Design serial_sub_ctrl_flat, sky130hd; sources not shown.
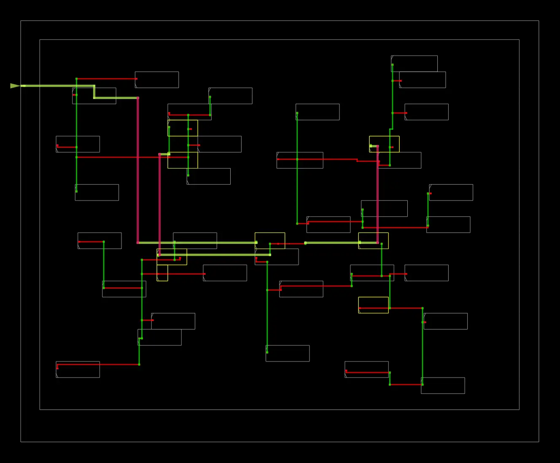
Figure 1: clock routing.
Flops: 33
P_clk: 787 µW
Inserted Clock Buffers: 5
clkbuf count: 7
Final Skew: 0.00432 ns

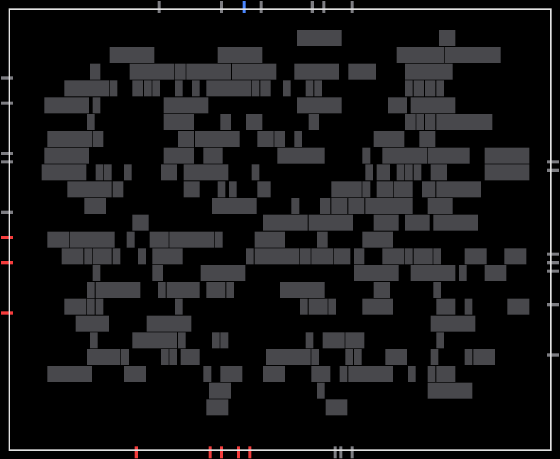
Figure 2: pin placement.
Pins as bars across the die edge, other pins in gray.
legend:
  red:
    port: bus_a
    pins: 8
    direction: input
    edge: 5 bottom, 3 left
  blue:
    port: bus_bor
    pins: 1
    direction: output
    edge: top
die span in x: 87.5 µm
I/O Buffers: 29

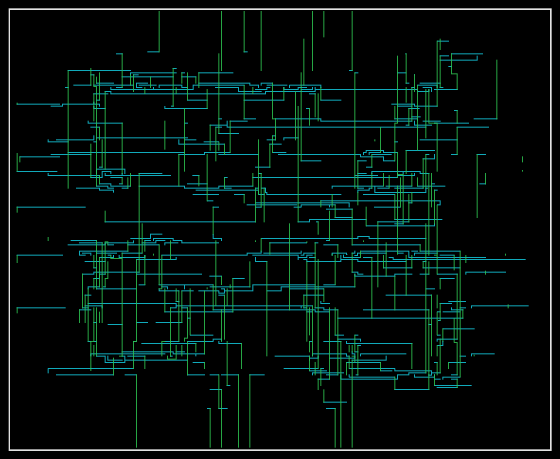
Figure 3: wiring by layer.
Only two layers are drawn.
legend:
  cyan:
    layer: met1
    wire_length: 1,720 µm
  green:
    layer: met2
    wire_length: 1,350 µm
WL final: 3290 µm
wire length per cell: 12.6 µm

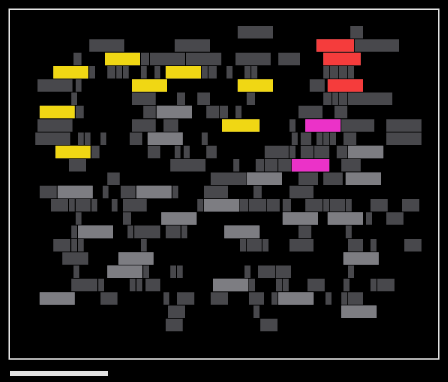
Figure 4: sequential cells colored by netlist name.
Scale bar: 20 µm. Other sequential cells in the stronger gray, the rest of the logic in the fainter gray.
legend:
  red:
    netlist_name: u_core.cnt_r
    placed_flops: 3
  yellow:
    netlist_name: u_core.bus.diff
    placed_flops: 8
  magenta:
    netlist_name: u_core.state_r
    placed_flops: 2
not colored: 20
register area: 666 µm²
flop share of the area: 32.6%

==> impl_metrics.csv <==
group,metric,value,unit
flow_run,drv_cap,0,
setup_path,crit_path_frequent_cell,"ha_4",
setup_path,critPathBufInv,0,
finish,lay_top_count,"nand2_1",
sta,timing.fmax,831,MHz
route,drc,0,
die,core_area,0.00506,mm²
setup_path,cp_max_fo,4,
synthesis,netlist_area,0.00138,mm²
sta,setup_viol_count_final,0,
synthesis,edf_count,0,
power_and_ir_drop,power_leakage,0.749,nW
clock_network,clock_latency,0.28,ns
synthesis,synth_seq_share,47.8,%
setup_path,max_stage_delay,0.34,ns
clock_network,cts_max_level,2,
synthesis,yosysTopAreaCell,"dfxtp_1",
die,initCoreUtil,27.3,%
synthesis,ys_cells,157,
global_routing,gr-total-overflow,0,
clock_network,clock_sinks,33,
sta,timing.final.ws_setup,0.197,ns
global_routing,grt_max_degree,21,
power_and_ir_drop,power_density,1050,mW/mm²
synthesis,synthFlopType,"dfxtp_1",
setup_path,worst_setup_path_start_kind,"flop",
synthesis,topCellsByArea,"dfxtp_1, nand2_1, a311oi_1, nor2_1, a21oi_1",
synthesis,ys_ff,33,
sta,hold_violations,0,
clock_network,clockBufferDepth,2,
synthesis,top_area_share,47.8,%
synthesis,synth_warnings,0,
sta,slew_violations,0,
setup_path,crit_path_end_kind,"flop",
route,vias,1200,
sta,min_period_over_period,85.9,%
flow_run,warnings,28,
global_routing,antenna_found_initial,0,
outcome,status,"finished clean",
finish,n_antenna_cell,0,
setup_path,cp_data_arrival_time,1.38,ns
placement,gp_congestion,0.707,
setup_path,ff2ff_path_depth,5,
die,dieArea,0.00623,mm²
setup_path,cp.required,1.58,ns
finish,drive_gt1_share,23.7,%
global_routing,grt_pass1_vias,1124,
placement,dp_slack,-0.154,ns
sta,worstMarginPinSlew,0.241,ns
route,viasPerCell,4.62,
global_routing,grt_usage,11.3,%
synthesis,synthesis.nets,179,
setup_path,cpMaxStageDelayCell,"dfxtp_2",
hold_path,hp-class,"flop to flop",
sta,rsz0062_at_grt,"yes",
synthesis,avgSynthCellArea,8.80,µm²
setup_path,crit_chain,"ha_4, ha_4, nor3b_4, xnor2_1, nor2_1",
placement,dp_hpwl,2260,µm
setup_path,worst_path_dominant_cell_family,"flip-flops",
setup_path,r2r_slack,0.20,ns
sta,period_minus_slack,1.20,ns
sta,slew_headroom,83.9,%
route,first_iter_violations,63,
sta,hold_slack,0.476,ns
synthesis,yosysMostFrequentCell,"nand2_1",
finish,syn2layout_area_growth,47.9,%
clock_network,cts_tree,"built",
route,dr.pass1.iters,4,
synthesis,ys_chip_area,0.00138,mm²
die,num_rows,23,
die,ios,30,
clock_network,path_clk_slew,0.07,ns
hold_path,whs_path_depth,2,
finish,final_nets,219,
synthesis,netlist-cell-type-count,26,
synthesis,synthCells,157,
power_and_ir_drop,vdd_ir_drop_max,425,µV
synthesis,async_flop_share,0,%
-- metal layers --
metal / vias to the layer above / GRT usage (%) / part of all wire (%)
met1: 561 / 16.4 / 52
li1: 608 / - / -
met4: 0 / 5.11 / 1.7
met2: 25 / 15.0 / 41
met5: - / 0 / 0
met3: 6 / 3.73 / 4.7
-- stage by stage --
stage	cell area (µm²)	power, mW	util [%]	setup TNS, ns	instances
6_report	2040	2.14	40.3	0	260
5_1_grt	2040	2.26	40.3	0	260
4_1_cts	2000	2.16	39.4	0	257
3_5_place_dp	1860	1.35	36.7	-2.40	248
3_3_place_gp	1860	1.34	36.7	-1.88	248
2_1_floorplan	1380	1.23	-	0	157
-- cells by family (layout without fill, tap and decap cells) --
group	count (synthesis)	after routing	share of synthesized area, %
AND-OR/OR-AND	30	30	15.9
XOR/XNOR	1	1	0.634
adder cells (fa/ha/maj)	3	3	3.26
buffers and inverters	14	55	8.33
flip-flops	33	33	47.8
multiplexers	2	2	1.45
AND/OR/NAND/NOR	74	74	22.6
-- where the power goes --
part / switching [mW] / total (mW) / leakage, nW / internal (mW)
combinational: 0.161 / 0.333 / 0.423 / 0.171
sequential: 0.0301 / 1.02 / 0.272 / 0.991
clock: 0.343 / 0.787 / 0.0542 / 0.444
-- cell type report --
class,instances,area (µm²)
multi-input cells,110,644
inverters,2,7.51
flip-flops and latches,33,666
clock inverters,1,5.00
fillers,508,3020
repair buffers,45,547
clock buffers,7,96.3
well taps,62,77.6
-- what timing repair did --
item                                   CTS  global route
pin swaps                                2             1
resized                                  5            10
gates cloned                             0             1
setup buffers                            1             2
hold buffers                             0             0
setup endpoints to repair                6            19
endpoints found under the hold margin    0             0
Power figures rest on the tool's default switching activity, not on a simulated workload.
